Design lsu, sky130hd; sources not shown.
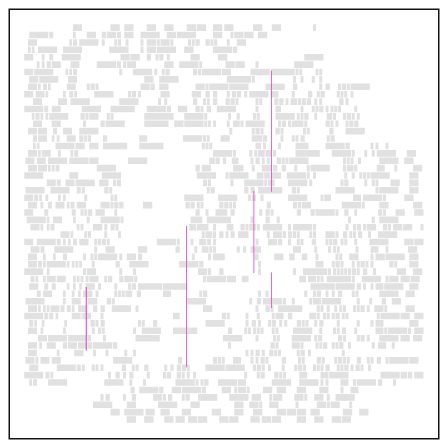
(M4 wires)
Cells faint in the background.
The layer holds 0.75% of the routed length. 3 nets have wire on it. The wires run mostly vertical. The layer carries 162 µm of wire.
wirelength, routed: 21600 µm
DR vias: 6875

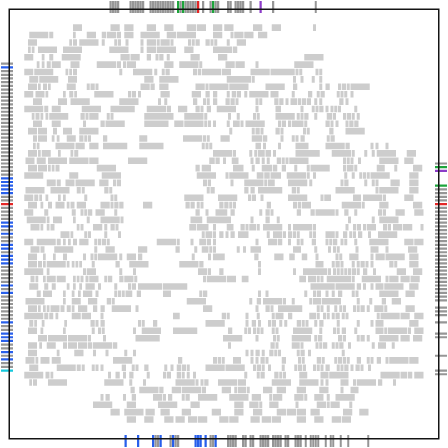
(I/O pins on the die edge)
Pins as bars across the die edge, other pins in grey.
Key: cyan = `clk_i` [pins 1, direction input, edge west]; purple = `rsp_err_o` [pins 2, direction output, edge 1 north, 1 east]; blue = `mem_wdata_o` [pins 32, direction output, edge 22 west, 10 south]; green = `rsp_rd_o` [pins 5, direction output, edge 3 north, 2 east]; red = `req_funct3_i` [pins 3, direction input, edge 1 north, 1 west, 1 east]
Chip Width: 157 µm
Die H: 157 µm

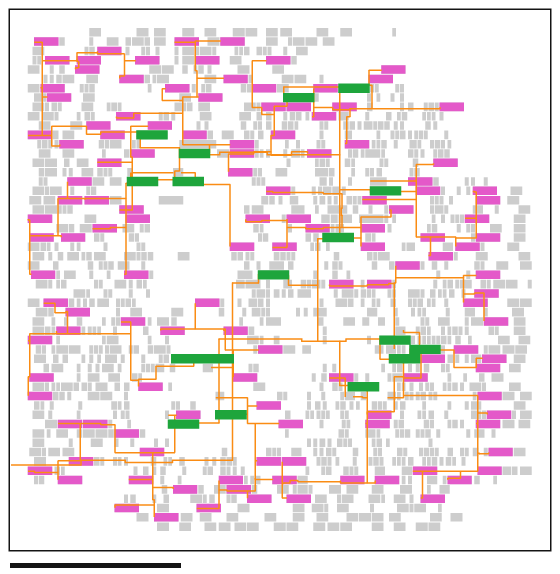
(clock wires, drivers and flops)
Scale bar: 50 µm.
Key: green = clock drivers [count 17]; orange = clock wires [length 2010 µm]; magenta = flip-flops [count 131]
There are 18 routed clock nets.
Worst-Skew Late Latency: 420 ps
Clk power: 0.000994 W
post-route clock skew: 10.1 ps

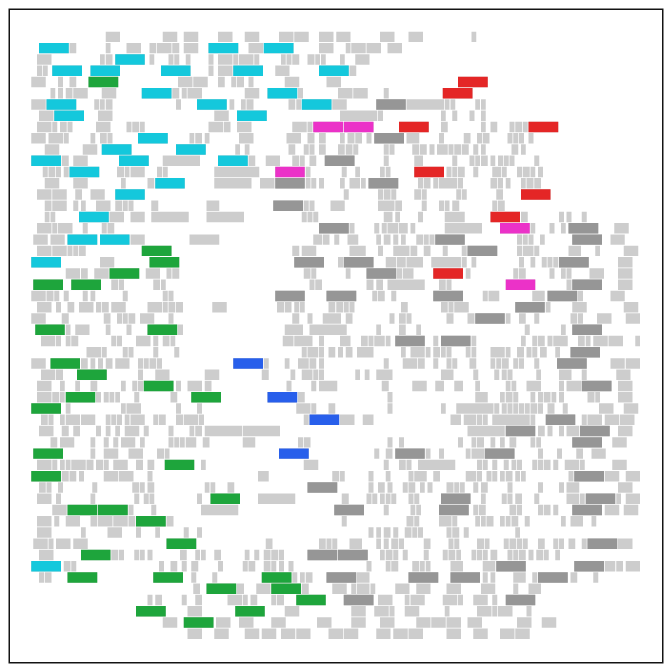
(sequential cells grouped by signal name)
Other sequential cells in the stronger grey, the rest of the logic in the fainter grey.
Key: red = `cnt_r` [placed flops 8]; magenta = `rd_r` [placed flops 5, where north]; blue = `mem_be_o` [placed flops 4, where centre]; cyan = `mem_addr_o` [placed flops 30, where north-west]; green = `mem_wdata_o` [placed flops 32]
Another 52 sequential cells are not coloured.
final core utilization: 0.434
Seq group: 0.00126 W
Sequential Area: 0.00262 mm²
Seq area share: 0.280

==> job_summary.md <==
## Implementation flow summary

| Metric | Value |
|---|---|
| Outcome | `complete, no violations` |
| Clock Tree Root | `clkbuf_16` |
| Area leader share | `0.402` |
| Number of enable flip-flop cells | `0` |
| Most common logic cells in the final layout | `nand2_1 (257), clkdlybuf4s50_1 (217), nor2_1 (205), dfxtp_1 (131), o21ai_0 (100)` |
| Antenna-violating nets left | `0` |
| Ranking of synthesized cells by area | `dfxtp_1 (40%), nand2_1 (15%), nor2_1 (12%)` |
| Floorplan Utilization | `0.302` |
| Reg-to-reg setup timing slack | `between 2000 and 3000 ps` |
| Area leader, netlist | `dfxtp_1` |
| Initial antenna violation count | `0` |
| # resized after CTS | `0` |
| Drt via density | `4.64` |
| Highest clock rate | `~230 MHz` |
| Endpoints failing setup | `0` |
| Antenna diodes | `0` |
| IR Drop Worst-Case VDD | `0.254 mV` |
| Combinational gate area | `0.00325 mm²` |
| Pwr/cell area | `494 mW/mm²` |
| CP max-delay cell | `clkdlybuf4s50_1` |
| Port buffer count | `between 200 and 250` |
| Aoi share | `0.172` |
| CTS Hold Bufs | `0` |
| Clock power frac | `0.215` |
| Drt pass-1 iters | `5` |
| GPL Wtd Cong | `between 0.7 and 0.8` |
| Vias in the first global route | `6610` |
| Share of post-route cells with drive strength above 1 | `0.0674` |
| DRT iter0 DRCs | `around 360` |
| H-tree lvl count | `4` |
| Top cell excl fill/tap | `nand2_1` |
| FP Rows | `54` |
| Max cap viols | `0` |
| Critical Path AT | `approximately 4700 ps` |
| I/O Pins | `about 220` |
| Placed Cells | `around 1500` |
| Crit start category | `input port` |
| Total tool warning count | `28` |
| RSZ-0062 raised after global routing | `no` |
| Final hold viol count | `0` |
| Synth async-reset ratio | `0` |
| Clk sink count | `between 100 and 150` |
| Post-CTS Setup Repair Bufs | `0` |
| Max stage delay on crit path | `about 480 ps` |
| Avg Cell Area, Syn | `approximately 6.5 µm²` |
| Largest net degree at the start of global routing | `67` |
| CTS tree | `done` |
| Simple share | `0.314` |
| Final period util | `0.723` |
| Max Slew Vio Count | `0` |
| Post-DP HPWL | `about 15000 µm` |
| Die area | `0.0248 mm²` |
| Final std cells w/o fill | `around 1500` |
| Synth top cells by count | `nand2_1 (257), nor2_1 (206), dfxtp_1 (131), o21ai_0 (102), inv_1 (76)` |
| Switch share | `0.430` |
| Gr usage total | `0.176` |
| Gate Count Post-Synth | `1003` |
| Worst hold path depth | `2` |
| Global-route wire length before repair | `between 30000 and 40000 µm` |
| Sequential share of power | `0.273` |
| Yosys Chip Area | `between 0.006 and 0.007 mm²` |
| Post-Syn Area | `approximately 0.0065 mm²` |
| CP Cell Sequence | `clkdlybuf4s50_1, nand2_1, o21ai_0, inv_1, ha_1, inv_1, nand2_1, o21ai_0, nand2_1, inv_1, inv_1, nand2_1, nor2_4, inv_2, buf_12, or2_0, a21oi_1` |
| Worst-path clk slew | `about 60 ps` |
| Adders+Majority by Area | `0.00959` |
| Area Growth Syn to Fin | `43.7%` |
| DRC Markers | `0` |
| Crit path max fanout | `~41` |
| Total grt overflow | `0` |
| Combinational fraction of design power | `0.512` |
| Core ar. | `0.0216 mm²` |
| Seq/Total Area, Yosys | `0.402` |
| WL/cell | `approximately 15 µm` |
| Rel. slew slack | `0.508` |
| Switch Pwr | `about 0.0020 W` |
| Multiplexer area fraction after synthesis | `0` |
| CP Capture Type | `flop` |
| XORs/XNORs by Area | `0` |
| Reg2Reg Depth | `16` |
| Setup TNS Final | `0 ps` |
==> metrics by stage <==
stage          utilization  total power (W)  hold WS, ps  worst slack [ps]  instance area [µm²]
6_report             0.434          0.00463          447              1690                 9370
5_1_grt              0.434          0.00505          468              1210                 9370
4_1_cts              0.434          0.00469          450              1650                 9370
3_5_place_dp         0.407          0.00366          440              1220                 8800
3_3_place_gp         0.406          0.00364          436              1240                 8780
2_1_floorplan            -          0.00259          427              1400                 6180
==> per-layer routing <==
metal	up-vias	part of all wire	track usage
li1	3527	-	-
met1	3127	0.46	0.226
met2	208	0.45	0.273
met3	13	0.078	0.0588
met4	0	0.0075	0.0348
met5	-	0	-
==> power groups by stage <==
stage,clock (W),combinational (W),sequential (W)
3_3_place_gp,0,0.00237,0.00127
5_1_grt,0.00107,0.00268,0.00130
6_report,0.000994,0.00237,0.00126
2_1_floorplan,0,0.00130,0.00129
4_1_cts,0.00103,0.00240,0.00127
3_5_place_dp,0,0.00238,0.00128
==> area by class of cell <==
type / count / area share
clock buffer: 19 / 0.0473
sequential: 131 / 0.280
timing repair buffer: 227 / 0.242
multi-input combinational: 728 / 0.346
inverter: 84 / 0.0336
clock inverter: 13 / 0.0133
tap: 280 / 0.0374
==> cell families (layout without fill, tap and decap cells) <==
family | after synthesis | count (layout)
fa+ha+maj | 5 | 5
compound gates | 208 | 208
simple gates | 513 | 513
other cells | 1 | 2
buf+inv | 145 | 343
flops | 131 | 131
==> critical path: cells and delay by family <==
family	cells	cell delay, ps
buf+inv	7	1700
simple gates	6	580
compound gates	3	460
fa+ha+maj	1	400
No activity file was given, so power comes from the tool's default toggle rates.
